==> src/rtl/spart_pkg.sv <==
// SPART shared definitions: bus register addresses,
// receiver state encoding and default frame geometry.
package spart_pkg;

  localparam logic [1:0] ADDR_RXTX   = 2'b00;
  localparam logic [1:0] ADDR_STATUS = 2'b01;
  localparam logic [1:0] ADDR_DBL    = 2'b10;
  localparam logic [1:0] ADDR_DBH    = 2'b11;

  localparam int DEF_DATA_BITS  = 8;
  localparam int DEF_OVERSAMPLE = 16;

  typedef enum logic [1:0] {
    IDLE,
    START,
    DATA,
    STOP
  } rx_state_t;

endpackage

==> src/rtl/spart_sync.sv <==
// Flop chain synchronizer for an async input, resets to 1.
// Ports: clk, rst (async low), d (async in), q (synced out).
module spart_sync
  import spart_pkg::*;
#(
  parameter int STAGES = 2
) (
  input  logic clk,
  input  logic rst,
  input  logic d,
  output logic q
);

  logic [STAGES-1:0] ff_q;

  always_ff @(posedge clk or negedge rst) begin
    if (!rst) begin
      ff_q <= '1;
    end else begin
      ff_q <= (ff_q << 1) | STAGES'(d);
    end
  end

  assign q = ff_q[STAGES-1];

endmodule

==> src/rtl/spart_receiver.sv <==
// SPART receive half: 16x oversampled 8N1 deframer.
// Ports: clk, rst, RxD, BRGEN, IOCS/IORW/IOADDR -> rec_buff, RDA, FE, OE.
module spart_receiver
  import spart_pkg::*;
#(
  parameter int DATA_BITS   = DEF_DATA_BITS,
  parameter int OVERSAMPLE  = DEF_OVERSAMPLE,
  parameter int SYNC_STAGES = 2
) (
  input  logic                 clk,
  input  logic                 rst,
  input  logic                 RxD,
  input  logic                 BRGEN,
  input  logic                 IOCS,
  input  logic                 IORW,
  input  logic [1:0]           IOADDR,
  output logic [DATA_BITS-1:0] rec_buff,
  output logic                 RDA,
  output logic                 FE,
  output logic                 OE
);

  localparam int TW = $clog2(OVERSAMPLE);
  localparam int BW = $clog2(DATA_BITS + 1);
  localparam logic [TW-1:0] HALF_END = TW'(OVERSAMPLE / 2 - 1);
  localparam logic [TW-1:0] BIT_END  = TW'(OVERSAMPLE - 1);
  localparam logic [BW-1:0] LAST_BIT = BW'(DATA_BITS - 1);

  rx_state_t state_q, state_d;

  logic                 rxs;
  logic                 last_q;
  logic [TW-1:0]        tick_q;
  logic [BW-1:0]        bit_q;
  logic [DATA_BITS-1:0] shift_q;
  logic                 wrap;
  logic                 sample;
  logic                 done;
  logic                 fe_set;
  logic                 rd_buf;
  logic                 rd_stat;

  spart_sync #(
    .STAGES(SYNC_STAGES)
  ) u_sync (
    .clk(clk),
    .rst(rst),
    .d  (RxD),
    .q  (rxs)
  );

  assign rd_buf  = IOCS && IORW && (IOADDR == ADDR_RXTX);
  assign rd_stat = IOCS && IORW && (IOADDR == ADDR_STATUS);

  always_ff @(posedge clk or negedge rst) begin
    if (!rst) begin
      state_q <= IDLE;
    end else begin
      state_q <= state_d;
    end
  end

  always_comb begin
    state_d = state_q;
    if (BRGEN) begin
      unique case (state_q)
        IDLE:  if (last_q && !rxs) state_d = START;
        START: if (wrap) state_d = rxs ? IDLE : DATA;
        DATA:  if (wrap && bit_q == LAST_BIT) state_d = STOP;
        STOP:  if (wrap) state_d = IDLE;
        default: state_d = IDLE;
      endcase
    end
  end

  // wrap marks the sample point of the current bit
  always_comb begin
    wrap   = 1'b0;
    sample = 1'b0;
    done   = 1'b0;
    fe_set = 1'b0;
    unique case (state_q)
      START: wrap = (tick_q == HALF_END);
      DATA: begin
        wrap   = (tick_q == BIT_END);
        sample = BRGEN && wrap;
      end
      STOP: begin
        wrap   = (tick_q == BIT_END);
        done   = BRGEN && wrap && rxs;
        fe_set = BRGEN && wrap && !rxs;
      end
      default: ;
    endcase
  end

  always_ff @(posedge clk or negedge rst) begin
    if (!rst) begin
      tick_q  <= '0;
      bit_q   <= '0;
      shift_q <= '0;
      last_q  <= 1'b1;
    end else if (BRGEN) begin
      last_q <= rxs;
      tick_q <= (state_q == IDLE || wrap) ? '0 : tick_q + 1'b1;
      if (state_q != DATA) begin
        bit_q <= '0;
      end else if (sample) begin
        bit_q <= bit_q + 1'b1;
      end
      if (sample) begin
        shift_q <= {rxs, shift_q[DATA_BITS-1:1]};
      end
    end
  end

  // completion beats a same-edge buffer read; FE set beats clear
  always_ff @(posedge clk or negedge rst) begin
    if (!rst) begin
      rec_buff <= '0;
      RDA      <= 1'b0;
      FE       <= 1'b0;
      OE       <= 1'b0;
    end else begin
      if (done) begin
        rec_buff <= shift_q;
        RDA      <= 1'b1;
      end else if (rd_buf) begin
        RDA <= 1'b0;
      end
      if (rd_buf) begin
        OE <= 1'b0;
      end else if (done && RDA) begin
        OE <= 1'b1;
      end
      if (fe_set) begin
        FE <= 1'b1;
      end else if (rd_stat) begin
        FE <= 1'b0;
      end
    end
  end

endmodule

==> config.mk <==
export PLATFORM = sky130hd
export DESIGN_NAME = spart_receiver
export DESIGN_NICKNAME = d
export VERILOG_FILES = /design/src/rtl/spart_pkg.sv /design/src/rtl/spart_sync.sv /design/src/rtl/spart_receiver.sv
export SDC_FILE = /design/constraint.sdc
export NUM_CORES = 1
export LEC_CHECK = 0
export CAP_MARGIN = 20
export CORE_MARGIN = 2
export CORE_UTILIZATION = 45
export CTS_BUF_LIST = sky130_fd_sc_hd__clkbuf_8
export CTS_CLUSTER_DIAMETER = 40
export DETAILED_ROUTE_END_ITERATION = 16
export PLACE_DENSITY = 0.67
export SLEW_MARGIN = 20
export SYNTH_ARGS = -nofsm -noshare
export SYNTH_HDL_FRONTEND = slang
export SYNTH_SLANG_ARGS = --single-unit
==> constraint.sdc <==
create_clock -name clk -period 2.09 [get_ports clk]
set_clock_uncertainty 0.15 [all_clocks]
set_input_delay 0.418 -clock clk [delete_from_list [all_inputs] [get_ports clk]]
set_output_delay 0.418 -clock clk [all_outputs]
set_load 0.01 [all_outputs]
==> flow_summary.json <==
{
  "status": "complete, no violations",
  "avgSynthCellArea_um2": 12.0,
  "wl_mm": 2.52,
  "initialDrtViolationCount": 19,
  "rsz0062_at_grt": "no",
  "cts_buffer_depth": 2,
  "path_class": "flip-flop to flip-flop",
  "initCoreUtil": 0.473,
  "finish.utilization": 0.602,
  "cts_max_level": 2,
  "peakVddDrop_mv": 0.640,
  "worstPathRequired_ps": 2100,
  "drive_above_1_share": 0.265,
  "die_x_um": 60.9,
  "ys_cells": 121,
  "grt_pass1_vias": 1002,
  "post_drt_wl_per_cell_um": 12.9,
  "dieArea_um2": 3710,
  "slew_violations": 0,
  "max-cap-violations": 0,
  "final_nets": 160,
  "fp.dieH_um": 60.9,
  "antenna_found_initial": 0,
  "holdWs_ps": 206,
  "edf_count": 0,
  "yosysUniqueCellTypes": 33,
  "area_leaders": "dfrtp_1, mux2_4, mux2_2",
  "tightest_slew_ps": 388,
  "postCtsSetupBuffers": 0,
  "cp-end-kind": "flip-flop",
  "ys_seq_frac": 0.552,
  "post-place-cells": 187
}
==> path summary, 6_finish.rpt <==
path / startpoint / endpoint / slack [ps] / depth (start not counted)
min in group asynchronous: rst / tick_q[3] / 380 / 2
worst min-delay path: u_sync.ff_q[0] / u_sync.ff_q[1] / 210 / 0
worst max-delay path: tick_q[0] / rec_buff[7] / 190 / 6
worst min register to register: u_sync.ff_q[0] / u_sync.ff_q[1] / 210 / 0
max in group asynchronous: rst / u_sync.ff_q[0] / 1080 / 2
worst max register to register: tick_q[0] / rec_buff[7] / 190 / 6
==> where the power goes <==
part           total (W)  switching (W)  internal, W
clock           0.000552       0.000204     0.000348
sequential      0.000800      0.0000993     0.000701
combinational   0.000398       0.000182     0.000216
total            0.00175       0.000485      0.00127
==> worst max-delay path: stages, from the launching register on <==
cell,delay [ps]
dfrtp_1,410
ha_1,190
and3_1,170
nand4_1,140
or2_1,280
buf_12,160
mux2_4,290
==> cell families (layout without fill, tap and decap cells) <==
kind of cell    Yosys count  in the layout  synth area share
compound gates           23             23             0.102
fa+ha+maj                 2              2            0.0172
buf+inv                  15             45            0.0490
flops                    32             32             0.552
mux                      20             20             0.174
simple gates             29             29             0.106
==> cell usage in the layout (no fill, tap or decap) <==
cell,Yosys,final
o211ai_1,2,2
nand4_1,5,5
nor2b_1,4,4
nand3b_1,1,1
a22o_1,1,1
nand2_1,9,9
mux2_4,8,8
o21ai_0,10,10
a221o_1,1,1
ha_1,2,2
clkbuf_8,0,5
mux2_2,10,10
or3_1,1,1
nand2b_1,1,1
o22ai_1,2,2
o31ai_1,1,1
a32oi_1,1,1
inv_1,8,9
nand3_1,2,2
dfrtp_1,29,29
o21a_1,1,1
dfstp_2,3,3
buf_12,0,1
bufinv_16,0,1
a21o_1,1,1
a31o_2,1,1
clkdlybuf4s50_1,0,18
nor2_1,2,2
buf_4,1,10
nor3b_1,1,1
a31oi_1,2,2
clkinv_2,0,1
mux2i_1,2,2
and3_1,2,2
or2_1,1,1
==> per-layer routing <==
layer	wire length, um	global-route usage
met5	0	0
met1	1220	0.212
met4	24	0.0652
met2	1180	0.261
met3	98	0.0448
==> sequential cells by signal (all words and copies together) (netlist names), named ones only <==
register     count
shift_q          8
bit_q            4
u_sync.ff_q      2
FE               1
tick_q           4
last_q           1
RDA              1
state_q          1
rec_buff         8
OE               1
==> cell type report <==
| type | instances | area (um2) |
|---|---|---|
| Timing Repair Buffer | 29 | 275 |
| Multi-Input combinational cell | 74 | 581 |
| Clock inverter | 3 | 38.8 |
| Tap cell | 44 | 55.1 |
| Sequential cell | 32 | 805 |
| Clock buffer | 5 | 68.8 |
| Inverter | 8 | 30.0 |
| Fill cell | 267 | 1220 |
==> metrics by stage <==
| stage | setup WS [ps] | total power [W] |
|---|---|---|
| floorplan | 199 | 0.00106 |
| global placement | 49.1 | 0.00119 |
| detailed placement | 44.3 | 0.00121 |
| CTS | 166 | 0.00177 |
| global route | 87.9 | 0.00186 |
| finish | 185 | 0.00175 |
Fig. 1: supply network
The bar under the picture is 20 um long. Pins as bars on the die edge.
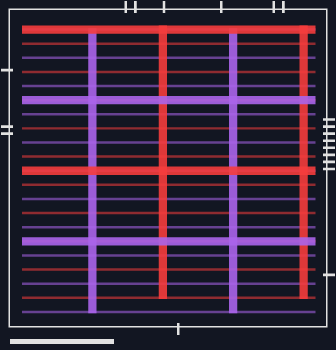
Red marks VDD. Purple marks VSS.
21 met1 rails follow the rows. The core has 20 rows. 4 straps on met5. 4 straps on met4. 19 signal pins sit on the boundary.

Fig. 2: cells coloured by class
Fill, decap, tap and diode cells in grey.
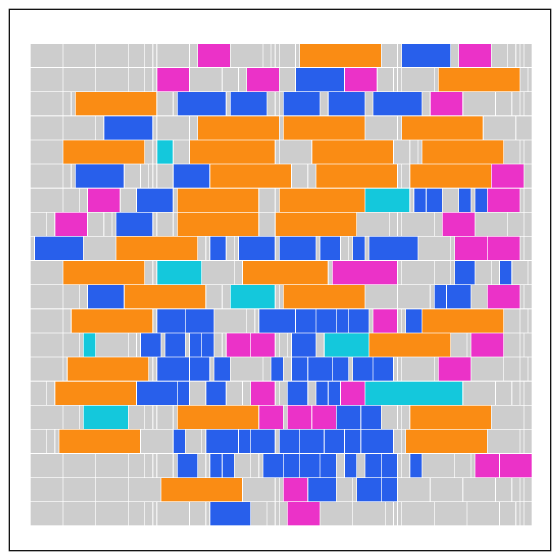
Cyan marks clock drivers and dummy loads, cells 8. Orange marks flip-flops, cells 32. Blue marks all other logic, cells 82. Magenta marks other buffers and delay cells, cells 29.

Fig. 3: clock wires, drivers and flops
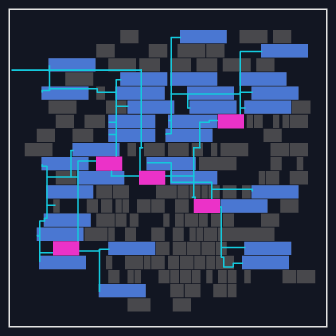
Cyan marks clock wires, length 322 um. Blue marks flip-flops, count 32. Magenta marks cells driving clock nets, count 5.
There are 6 routed clock nets.

Fig. 4: wiring by layer
The bar under the picture is 20 um long. Only two layers are drawn.
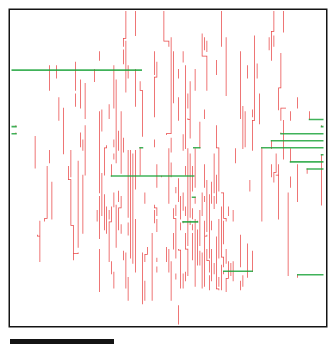
Red marks met2, wire length 1,180 um. Green marks met3, wire length 98.7 um.

Fig. 5: the clock network
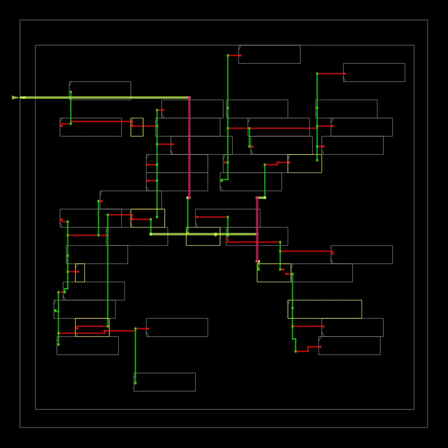
clk pwr: 0.000552 W
worst skew pair latency: 270 ps
CTS Buf Count: 5
CTS Sinks: 32

Power figures rest on the tool's default switching activity, not on a simulated workload.
